Fig. 1: met2 routing
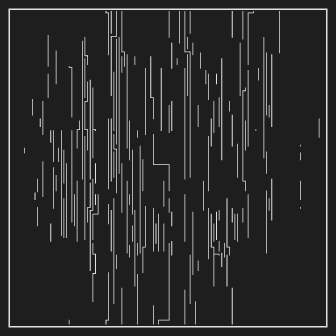
Fig. 2: signal metal coverage by tile
Bar = 20 microns. 11 x 11 tiles, from black (low) to pale yellow (high), scaled to the fullest tile. Values are wire area over tile area, all layers added.
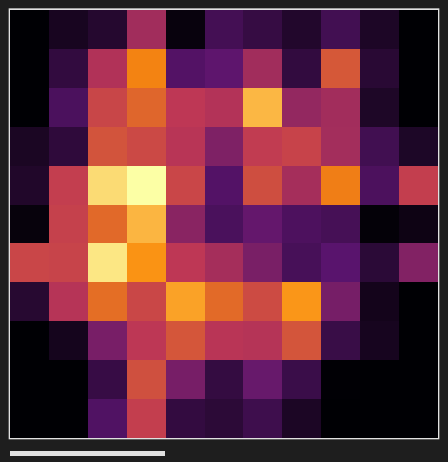
Fig. 3: cell density map
Bar = 20 microns. 11 x 11 tiles, from black (low) to pale yellow (high), 0 to 100% covered.
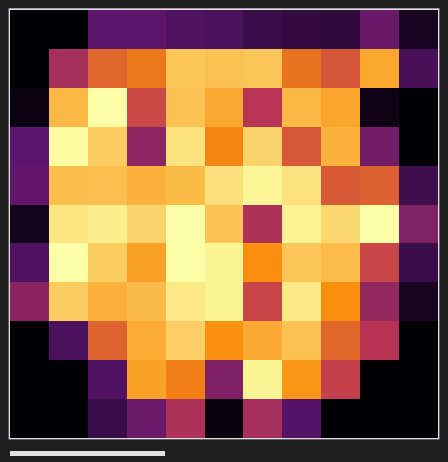
Fig. 4: congestion heat map
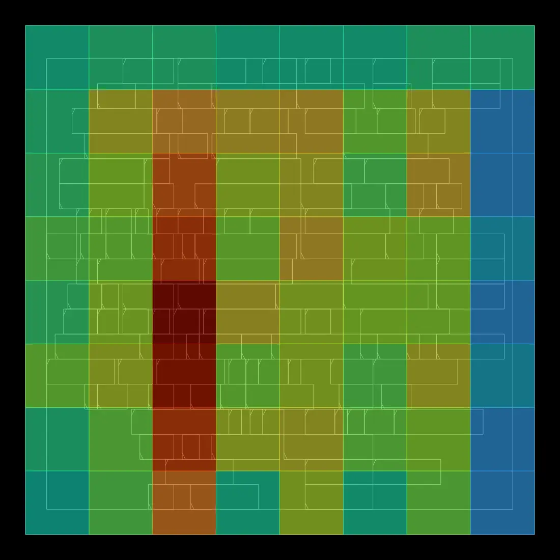
`config.mk`:
```
export PLATFORM = sky130hd
export DESIGN_NAME = frame_loader_3
export DESIGN_NICKNAME = d
export VERILOG_FILES = /design/src/rtl/frame_loader_3.sv
export SDC_FILE = /design/constraint.sdc
export NUM_CORES = 1
export LEC_CHECK = 0
export CAP_MARGIN = 10
export CORE_MARGIN = 2
export CORE_UTILIZATION = 40
export CTS_CLUSTER_SIZE = 28
export DETAILED_ROUTE_END_ITERATION = 12
export PLACE_DENSITY = 0.73
export RECOVER_POWER = 50
export SYNTH_ARGS = -nofsm -noshare
export SYNTH_HDL_FRONTEND = slang
export SYNTH_SLANG_ARGS = --single-unit
```
`constraint.sdc`:
```
create_clock -name clk -period 1.5 [get_ports clk]
set_clock_uncertainty 0.15 [all_clocks]
set_input_delay 0.225 -clock clk [delete_from_list [all_inputs] [get_ports clk]]
set_output_delay 0.225 -clock clk [all_outputs]
set_load 0.1 [all_outputs]
```
`src/rtl/frame_loader_3.sv`:
```
// Three-slot frame loader: collects serial samples into o1..o3 and presents them as one frame
// to a downstream sorter with a valid/ready handshake and a delivered-frame counter.
module frame_loader_3 #(
    parameter int unsigned WIDTH = 4
) (
    input  logic             clk,
    input  logic             rst_n,
    input  logic [WIDTH-1:0] in_data,
    input  logic             in_valid,
    output logic             in_ready,
    input  logic             flush,
    output logic [WIDTH-1:0] o1,
    output logic [WIDTH-1:0] o2,
    output logic [WIDTH-1:0] o3,
    output logic             frame_valid,
    input  logic             frame_ready,
    output logic [7:0]       frame_cnt
);

    typedef enum logic {
        StFill,
        StFull
    } state_e;

    state_e           state_q, state_d;
    logic [1:0]       slot_q, slot_d;
    logic [WIDTH-1:0] o1_q, o1_d;
    logic [WIDTH-1:0] o2_q, o2_d;
    logic [WIDTH-1:0] o3_q, o3_d;
    logic             frame_valid_q, frame_valid_d;
    logic [7:0]       frame_cnt_q, frame_cnt_d;
    logic             accept;

    assign in_ready = (state_q == StFill);
    assign accept   = in_valid && in_ready;

    always_comb begin
        state_d       = state_q;
        slot_d        = slot_q;
        o1_d          = o1_q;
        o2_d          = o2_q;
        o3_d          = o3_q;
        frame_valid_d = frame_valid_q;
        frame_cnt_d   = frame_cnt_q;

        // Flush wins over both a pending accept and a frame hand-off; slots are left untouched.
        if (flush) begin
            state_d       = StFill;
            slot_d        = 2'd0;
            frame_valid_d = 1'b0;
        end else if (state_q == StFull) begin
            if (frame_ready) begin
                state_d       = StFill;
                slot_d        = 2'd0;
                frame_valid_d = 1'b0;
                frame_cnt_d   = frame_cnt_q + 8'd1;
            end
        end else if (accept) begin
            case (slot_q)
                2'd0: begin
                    o1_d   = in_data;
                    slot_d = 2'd1;
                end
                2'd1: begin
                    o2_d   = in_data;
                    slot_d = 2'd2;
                end
                default: begin
                    o3_d          = in_data;
                    slot_d        = 2'd0;
                    state_d       = StFull;
                    frame_valid_d = 1'b1;
                end
            endcase
        end
    end

    always_ff @(posedge clk or negedge rst_n) begin
        if (!rst_n) begin
            state_q       <= StFill;
            slot_q        <= 2'd0;
            o1_q          <= '0;
            o2_q          <= '0;
            o3_q          <= '0;
            frame_valid_q <= 1'b0;
            frame_cnt_q   <= 8'd0;
        end else begin
            state_q       <= state_d;
            slot_q        <= slot_d;
            o1_q          <= o1_d;
            o2_q          <= o2_d;
            o3_q          <= o3_d;
            frame_valid_q <= frame_valid_d;
            frame_cnt_q   <= frame_cnt_d;
        end
    end

    assign o1          = o1_q;
    assign o2          = o2_q;
    assign o3          = o3_q;
    assign frame_valid = frame_valid_q;
    assign frame_cnt   = frame_cnt_q;

endmodule

```
==> flow_summary_export.csv <==
group,metric,value,unit
clock_tree,clk_pin_slew,0.14,ns
route,route.top_layer_used,"met4",
clock_tree,clkLatencyLatePin,0.31,ns
synth,synthMuxAreaShare,0.152,
clock_tree,clk_path_buf_depth,2,
setup_path,crit_path_start_kind,"register",
route,remaining_drc_errors,0,
synth,post_synth_num_cell_types,27,
clock_tree,cts_root_buf,"clkbuf_4",
finish,fin_area,1690,sq um
synth,synth_xor_xnor_area_share,0.0583,
synth,ys_warn_count,0,
finish,finalNonFillerCells,151,
finish,fin_nets,132,
global_route,grt_max_degree,25,
outcome,status,"finished with violations",
power,switchingPower,1160,uW
floorplanning,row_count,18,
sta,rsz0062_at_grt,"true",
global_route,met2_usage,0.235,
power,p_leak,0.000774,uW
sta,fin_tns_setup,-0.0460,ns
floorplanning,chip_area,3050,sq um
power,pg_seq,860,uW
power,power_density,1540,nW/um^2
route,drtIter0Drc,4,
setup_path,crit_path_max_fanout,2,
finish,largest_class,"flip-flops and latches",
power,p_clk,462,uW
power,pg_comb,1290,uW
finish,area_growth,61.1,%
synth,syn-num-nets,90,
finish,sh_comb_area,0.267,
synth,ys_chip_area,1050,sq um
synth,ys_cells,80,
setup_path,endpoint,"in_ready",
route,viasPerCell,4.81,
power,top_power_group,"combinational cells",
setup_path,endpoint_kind,"output port",
synth,synth-main-ff-cell,"dfrtp_1",
power,clockPowerShare,0.177,
synth,aoi_share,0.0250,
place,post-place-ws,-0.340,ns
place,place_area,1660,sq um
global_route,antenna_found_initial,0,
setup_path,ff2ff_path_depth,3,
setup_path,critPathMaxStageDelay,0.46,ns
floorplanning,io_pins,31,
synth,ys_sh_simple,0.156,
finish,drive_gt1_frac,0.512,
synth,common_cells,"24 x dfrtp_1, 6 x nand2_1",
sta,slew_viol_final,0,
synth,ys_sh_adder,0.0119,
synth,top_cell_area_share,0.571,
sta,worst_pin_slew,0.565,ns
sta,setup_ws,-0.0316,ns
clock_tree,cts_sinks,24,
sta,setup_viol,3,
global_route,track_usage,0.147,
synth,yosys.area.top_type,"dfrtp_1",
synth,synth_seq_share,0.571,
synth,synth_area,1050,sq um
flow_run,warning_count,29,
clock_tree,cts_tree,"built",
place,placedCellCount,144,
place,io_buffers,30,
clock_tree,numCtsBuffers,3,
finish,bufAreaShareNonClock,0.306,
power,p_sw_frac,0.446,
place,dp_hpwl,1540,microns
global_route,grt_pass1_vias,717,
setup_path,reg2reg_from,"state_q",
route,ant_nets,0,
route,drtPass1Iterations,3,
finish,flop_area,618,sq um
route,wl_met1,874,microns
sta,finalClockPeriodUsage,1.02,
finish,ff_count,24,
finish,n_fill_cell,181,
sta,min_period,1.53,ns
setup_path,slowest_stage,"dfrtp_2",
floorplanning,die_x,55.3,microns
sta,fin_hold_ws,0.255,ns
setup_path,worst-path-stages,3,
synth,ys_ff,24,
finish,lay_top_count,"buf_12",
finish,inverters,3,
power,pwr-share-comb,0.494,
finish,largest_reg_flops,8,
flow_run,cap_violations,0,
floorplanning,die_h,55.3,microns
clock_tree,ctsHoldBuffers,0,
finish,n_antenna_cell,0,
finish,logic_gates,52,
route,wl_met2,1140,microns
outcome,violations,"negative setup slack",
setup_path,crit_path_cell_trace,"buf_6, clkinvlp_4, buf_12",
synth,edf_count,0,
finish,layout.cells.most_common_list,"17 x buf_12, 16 x dfrtp_1, 8 x clkbuf_4",
route,wl_met3,54,microns
global_route,grt_pass1_wl,3500,microns
setup_path,cp.arrival,1.16,ns
place,gp_congestion,0.733,
finish,buffers,38,
finish,clkbuf_count,3,
sta,hold_violations,0,
power,finalPower,2610,uW
setup_path,cp_num_buf_inv,3,
sta,fmax,653,MHz
setup_path,path_delay_family,"flip-flops",
synth,ys_top_cells_by_area,"dfrtp_1 57%, mux2_4 5.7%, mux2_1 4.3%, mux2_2 4.3%, xnor2_1 3.3%",
clock_tree,cts.htree.levels,1,
power,seq_power_share,0.329,
synth,synthArstFlopShare,1.00,
power,vdd_drop_max,0.00143,V
synth,netlist_instances,80,
floorplanning,n_tap_cell,30,
power,p_int,1450,uW
setup_path,r2r-end,"o3[3]",
setup_path,worstSetupPathType,"reg2out",
global_route,gr-total-overflow,0,
setup_path,critPathRequiredTime,1.12,ns
setup_path,r2r_slack,-0.01,ns
setup_path,crit_path_start,"state_q",
sta,slew_headroom,0.623,
synth,synth.most_common_cell,"dfrtp_1",
finish,mi_logic_area,452,sq um
finish,clk_share,0.0310,
finish,seq_share,0.365,
clock_tree,cts-resized-gates,2,
synth,top_logic_kind,"simple AND/OR/NAND/NOR gates",
hold_path,hp-class,"in2async",
synth,syn_avg_cell_area,13.1,sq um
clock_tree,post_cts_buffers,2,
## Picture notes: Fig. 1
The layer holds 54% of the routed length. 121 nets have wire on it. The wires run mostly vertical.

## Picture notes: Fig. 2
The densest ninth of the die: west. 28% of the tiles are over half the peak. The emptiest ninth of the die: south-east.
drt total wl: 2100 microns
drt wl/cell: 13.9 microns
DR vias: 727

## Picture notes: Fig. 3
The mean over all tiles is 54%. The densest ninth of the die: centre. The fullest tile reaches 100%. 44% of the tiles are over 75% full. 14% of the tiles are nearly empty.
core area: 2480 sq um
initial core utilization: 0.424
fin util: 0.683

## Picture notes: Fig. 4
M3 GR Usage: 0.0234
gr busiest metal: met2
met1 usage: 0.194

Power figures rest on the tool's default switching activity, not on a simulated workload.
